--- config.mk ---
export PLATFORM = sky130hd
export DESIGN_NAME = pipe_stage_reg
export DESIGN_NICKNAME = d
export VERILOG_FILES = /design/src/rtl/pipe_stage_reg_pkg.sv /design/src/rtl/pipe_stage_reg_sat_counter.sv /design/src/rtl/pipe_stage_reg.sv
export SDC_FILE = /design/constraint.sdc
export NUM_CORES = 1
export LEC_CHECK = 0
export CORE_ASPECT_RATIO = 0.75
export CORE_MARGIN = 3
export CORE_UTILIZATION = 42
export DETAILED_ROUTE_END_ITERATION = 7
export GPL_ROUTABILITY_DRIVEN = 1
export PLACE_DENSITY_LB_ADDON = 0.05
export SYNTH_ARGS = -nofsm -noshare
export SYNTH_HDL_FRONTEND = slang
export SYNTH_SLANG_ARGS = --single-unit
--- constraint.sdc ---
create_clock -name clk_100MHz -period 2.9 [get_ports clk_100MHz]
set_input_delay 0.58 -clock clk_100MHz [delete_from_list [all_inputs] [get_ports clk_100MHz]]
set_output_delay 0.58 -clock clk_100MHz [all_outputs]
set_load 0.05 [all_outputs]
--- src/rtl/pipe_stage_reg_pkg.sv ---
// Shared definitions for the decode-to-execute pipeline stage register:
// control polarities, stage occupancy encoding and the NOP bundle.
package pipe_stage_reg_pkg;

   localparam logic RST_ACTIVE  = 1'b1;
   localparam logic HOLD_ACTIVE = 1'b1;
   localparam logic JUMP_ACTIVE = 1'b1;

   localparam int BUNDLE_W = 146;
   localparam logic [BUNDLE_W-1:0] NOP_BUNDLE = {BUNDLE_W{1'b0}};

   typedef enum logic [1:0] {
      ST_EMPTY = 2'd0,
      ST_ONE   = 2'd1,
      ST_TWO   = 2'd2
   } stage_state_e;

   // A stall cycle is a presented payload that downstream refuses, or a system pause.
   function automatic logic stall_cond(input logic valid_int, input logic ready_dn, input logic hold);
      return (valid_int && !ready_dn) || hold;
   endfunction

endpackage

--- src/rtl/pipe_stage_reg_sat_counter.sv ---
// Saturating up-counter; clr has priority over inc and the count never wraps.
module sat_counter #(
   parameter int CNT_W = 16
) (
   input  logic             clk_100MHz,
   input  logic             clr,
   input  logic             inc,
   output logic [CNT_W-1:0] cnt
);

   logic [CNT_W-1:0] cnt_r;

   // Count register, held at all-ones once reached.
   always_ff @(posedge clk_100MHz) begin
      if (clr) begin
         cnt_r <= {CNT_W{1'b0}};
      end else if (inc && (cnt_r != {CNT_W{1'b1}})) begin
         cnt_r <= cnt_r + CNT_W'(1);
      end else begin
         cnt_r <= cnt_r;
      end
   end

   assign cnt = cnt_r;

endmodule

--- src/rtl/pipe_stage_reg.sv ---
// Valid/ready pipeline stage with hold, flush and a saturating stall counter.
// Define PIPE_SKID_EN for a registered ready_o backed by a second skid register.
module pipe_stage_reg
   import pipe_stage_reg_pkg::*;
#(
   parameter int                DATA_W  = 146,
   parameter logic [DATA_W-1:0] RST_VAL = DATA_W'(NOP_BUNDLE),
   parameter int                CNT_W   = 16
) (
   input  logic              clk_100MHz,
   input  logic              rst,
   input  logic              valid_i,
   output logic              ready_o,
   input  logic [DATA_W-1:0] data_i,
   output logic              valid_o,
   input  logic              ready_i,
   output logic [DATA_W-1:0] data_o,
   input  logic              hold_i,
   input  logic              flush_i,
   output logic [CNT_W-1:0]  stall_cnt_o
);

   logic rst_s;
   logic hold_s;
   logic flush_s;
   logic valid_int_s;
   logic in_xfer_s;
   logic out_xfer_s;

   assign rst_s   = (rst == RST_ACTIVE);
   assign hold_s  = (hold_i == HOLD_ACTIVE);
   assign flush_s = (flush_i == JUMP_ACTIVE);

   // Reset masks valid_o so nothing leaves the stage while it is being cleared.
   assign valid_o    = valid_int_s && !hold_s && !rst_s;
   assign out_xfer_s = valid_o && ready_i;
   assign in_xfer_s  = valid_i && ready_o;

`ifdef PIPE_SKID_EN
   stage_state_e      state_r;
   stage_state_e      state_nxt_s;
   logic [DATA_W-1:0] data_r;
   logic [DATA_W-1:0] data_nxt_s;
   logic [DATA_W-1:0] skid_r;
   logic [DATA_W-1:0] skid_nxt_s;
   logic              ready_r;

   assign valid_int_s = (state_r != ST_EMPTY);
   assign ready_o     = ready_r && !hold_s && !flush_s && !rst_s;
   assign data_o      = data_r;

   // Occupancy next-state; hold needs no branch since it already blocks both transfers.
   always_comb begin
      state_nxt_s = state_r;
      data_nxt_s  = data_r;
      skid_nxt_s  = skid_r;
      if (flush_s) begin
         state_nxt_s = ST_EMPTY;
         data_nxt_s  = RST_VAL;
         skid_nxt_s  = RST_VAL;
      end else begin
         case (state_r)
            ST_EMPTY: begin
               if (in_xfer_s) begin
                  state_nxt_s = ST_ONE;
                  data_nxt_s  = data_i;
               end else begin
                  state_nxt_s = ST_EMPTY;
               end
            end
            ST_ONE: begin
               if (in_xfer_s && out_xfer_s) begin
                  data_nxt_s = data_i;
               end else if (in_xfer_s) begin
                  state_nxt_s = ST_TWO;
                  skid_nxt_s  = data_i;
               end else if (out_xfer_s) begin
                  state_nxt_s = ST_EMPTY;
               end else begin
                  state_nxt_s = ST_ONE;
               end
            end
            ST_TWO: begin
               if (out_xfer_s) begin
                  state_nxt_s = ST_ONE;
                  data_nxt_s  = skid_r;
               end else begin
                  state_nxt_s = ST_TWO;
               end
            end
            default: begin
               state_nxt_s = ST_EMPTY;
               data_nxt_s  = RST_VAL;
               skid_nxt_s  = RST_VAL;
            end
         endcase
      end
   end

   // State and payload registers; ready_r is the registered "skid empty" flag.
   always_ff @(posedge clk_100MHz) begin
      if (rst_s) begin
         state_r <= ST_EMPTY;
         data_r  <= RST_VAL;
         skid_r  <= RST_VAL;
         ready_r <= 1'b1;
      end else begin
         state_r <= state_nxt_s;
         data_r  <= data_nxt_s;
         skid_r  <= skid_nxt_s;
         ready_r <= (state_nxt_s != ST_TWO);
      end
   end
`else
   logic              valid_r;
   logic              valid_nxt_s;
   logic [DATA_W-1:0] data_r;
   logic [DATA_W-1:0] data_nxt_s;

   assign valid_int_s = valid_r;
   assign ready_o     = !hold_s && !flush_s && !rst_s && (!valid_r || ready_i);
   assign data_o      = data_r;

   // Single-register next-state: flush empties, input replaces, output drains.
   always_comb begin
      valid_nxt_s = valid_r;
      data_nxt_s  = data_r;
      if (flush_s) begin
         valid_nxt_s = 1'b0;
         data_nxt_s  = RST_VAL;
      end else if (in_xfer_s) begin
         valid_nxt_s = 1'b1;
         data_nxt_s  = data_i;
      end else if (out_xfer_s) begin
         valid_nxt_s = 1'b0;
      end else begin
         valid_nxt_s = valid_r;
      end
   end

   // Payload register.
   always_ff @(posedge clk_100MHz) begin
      if (rst_s) begin
         valid_r <= 1'b0;
         data_r  <= RST_VAL;
      end else begin
         valid_r <= valid_nxt_s;
         data_r  <= data_nxt_s;
      end
   end
`endif

   sat_counter #(
      .CNT_W (CNT_W)
   ) u_stall_cnt (
      .clk_100MHz (clk_100MHz),
      .clr        (rst_s),
      .inc        (stall_cond(valid_int_s, ready_i, hold_s)),
      .cnt        (stall_cnt_o)
   );

endmodule

Fig. 1: signal wires on met2
Cells faint in the background.
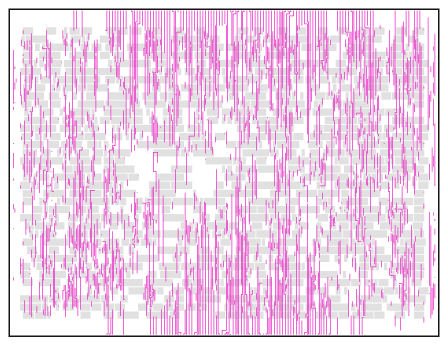
The longest straight run is 49.1 microns. 947 nets have wire on it. The layer carries 9,380 microns of wire. The layer holds 50% of the routed length.
via count: 5,900
met2 track utilization from global routing: 0.401

Fig. 2: routed metal, one colour a layer
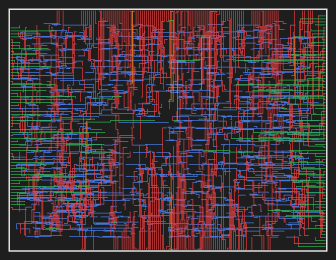
met4: marked orange, wire length 286 microns. met2: marked red, wire length 9,380 microns. met3: marked green, wire length 1,640 microns. met1: marked blue, wire length 7,370 microns.

Fig. 3: routed clock nets over the placement
The bar under the picture is 50 microns long.
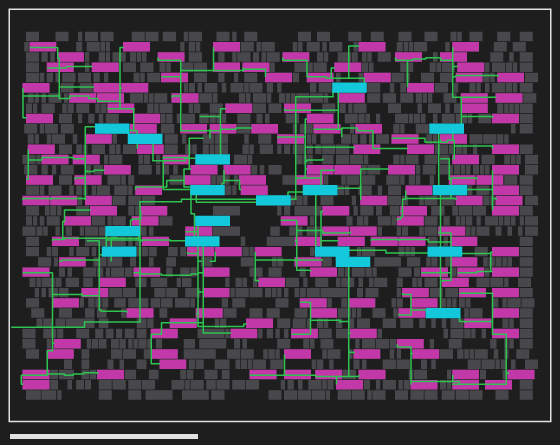
clock wires: marked green, length 1,820 microns. flip-flops: marked magenta, count 163. cells driving clock nets: marked cyan, count 17.
Position of the flops: widely spread.

Fig. 4: track usage over the die
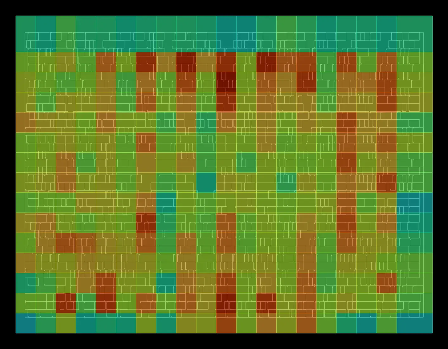
Wirelength per Cell: 15.3 microns
global-route total usage across every layer: 0.230
met1 GRT Util: 0.265

Fig. 5: signal wires on met3
The bar under the picture is 50 microns long. Cells faint in the background.
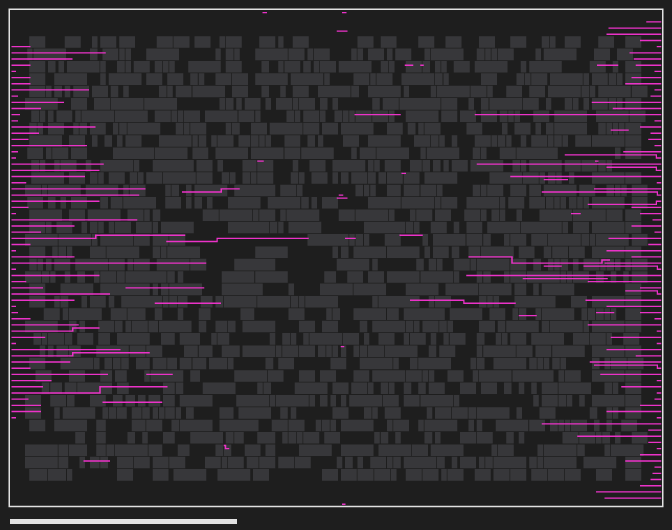
155 nets have wire on it. The layer carries 1,640 microns of wire. The wires run mostly horizontal. The longest straight run is 42.6 microns.

==> flow_summary.toml <==
# yosys + openroad results
[status]
status = "finished, final reports clean"

[pwr]
net_switching_fraction_of_the_power = 0.255
p_leak_nw = 3.38
net-switching-power_mw = 1.29
seq_power_share = 0.456
power.density_mw_per_mm2 = 516
p_comb_mw = 0.637
power.largest_group = "registers"
power.clock.fraction = 0.418
p_seq_mw = 2.32
power.share.combinational = 0.125

[logic_synthesis]
ys_seq_share = 0.549
synth.avg_cell_area_sq_um = 7.97
yosysWarnings = 0
netlist_top_cells_area = "sky130_fd_sc_hd__dfxtp_1 (55%), sky130_fd_sc_hd__nand2_1 (19%), sky130_fd_sc_hd__o21ai_0 (13%)"
synth_top_flop_cell = "sky130_fd_sc_hd__dfxtp_1"
post_synth_num_cell_types = 38
top_logic_kind = "simple AND/OR/NAND/NOR gates"
xor_share = 0
number_of_enable_type_register_cells_in_the_synthesized_netlist = 0
synth_area_sq_mm = 0.00595
top_cell = "sky130_fd_sc_hd__nand2_1"
simple_gate_share = 0.239
top_cells_by_count = "sky130_fd_sc_hd__nand2_1 (295), sky130_fd_sc_hd__dfxtp_1 (163), sky130_fd_sc_hd__o21ai_0 (150), sky130_fd_sc_hd__clkbuf_1 (33), sky130_fd_sc_hd__a21oi_1 (11)"
synth.yosys.num_cells = 746
synth_compound_gate_area_share = 0.157

[placed_design]
placement.setup.worst_slack_ps = 397

[floorplan]
die-width_microns = 143
design.core.area_sq_mm = 0.0134

[finish]
sequential_portion_of_the_cell_area = 0.332
finish.cell_count_without_fillers = 1221
inverters = 7
finish.net_count = 1192
logic_area_sq_mm = 0.00241
final_core_utilization = 0.733
antenna-diode-count = 0
non_clock_buffer_area_share = 0.343
area.growth.synth_to_final_pct = 65.5
dominant-cell-class = "buffers"
fill_cell_total_of_the_finished_layout = 1102
comb-cell-share = 0.245
post-route-cell-area_sq_mm = 0.00984

[detailed_routing]
antenna_left = 0
drtIter0Drc = 299
first_pass_drt_iterations = 5
drc_errors = 0
via_per_inst = 4.83

[setup_path]
timing_worst_setup_path_type = "in2out"
setup.reg_to_reg.worst_slack_ps = 910
critPathLaunch = "flush_i"
element_type_at_the_critical_path_end = "output pin"
worst_ep_required_time_ps = 2320
worst_setup_path_endpoint = "ready_o"

[clock_network]
clock_tree.htree_level_count = 4
tritoncts_num_sinks = 163
clockRootBuffer = "sky130_fd_sc_hd__clkbuf_16"
clkLatencyLatePin_ps = 410
clock_tree_from_tritoncts = "built"
clk_pin_slew_worst_paths_ps = 70
clockBufferDepth = 2

[final_timing]
fin_setup_tns_ps = 0
clock.fmax_ghz = 0.405
holdWs_ps = 456
timing.final.hold_violations = 0
worst_slew_margin_rel = 0.435
setup_violations = 0
period_minus_slack_ps = 2470

[global_route]
number_of_global_route_vias_before_repair = 5403
gr-total-overflow = 0

[job]
log.warning_count = 28

[min_path]
worstHoldStart = "data_o[91]"
worstHoldPathType = "reg2reg"
per-layer routing:
layer | share of wire | vias up | GRT usage | wire length (microns)
met5 | 0 | - | 0 | 0
met4 | 0.015 | 0 | 0.0706 | 285
met3 | 0.088 | 18 | 0.0855 | 1640
met2 | 0.50 | 191 | 0.401 | 9380
met1 | 0.39 | 2639 | 0.265 | 7370
li1 | - | 3052 | - | -
sequential cells by signal, summed over array words and instances (netlist names):
register,count
data_o,146
u_stall_cnt.cnt,16
valid_int_s,1
critical path: stages:
cell                              delay, ps
sky130_fd_sc_hd__clkdlybuf4s50_1        450
sky130_fd_sc_hd__or2_2                  340
sky130_fd_sc_hd__nor3_1                 330
sky130_fd_sc_hd__buf_12                 190
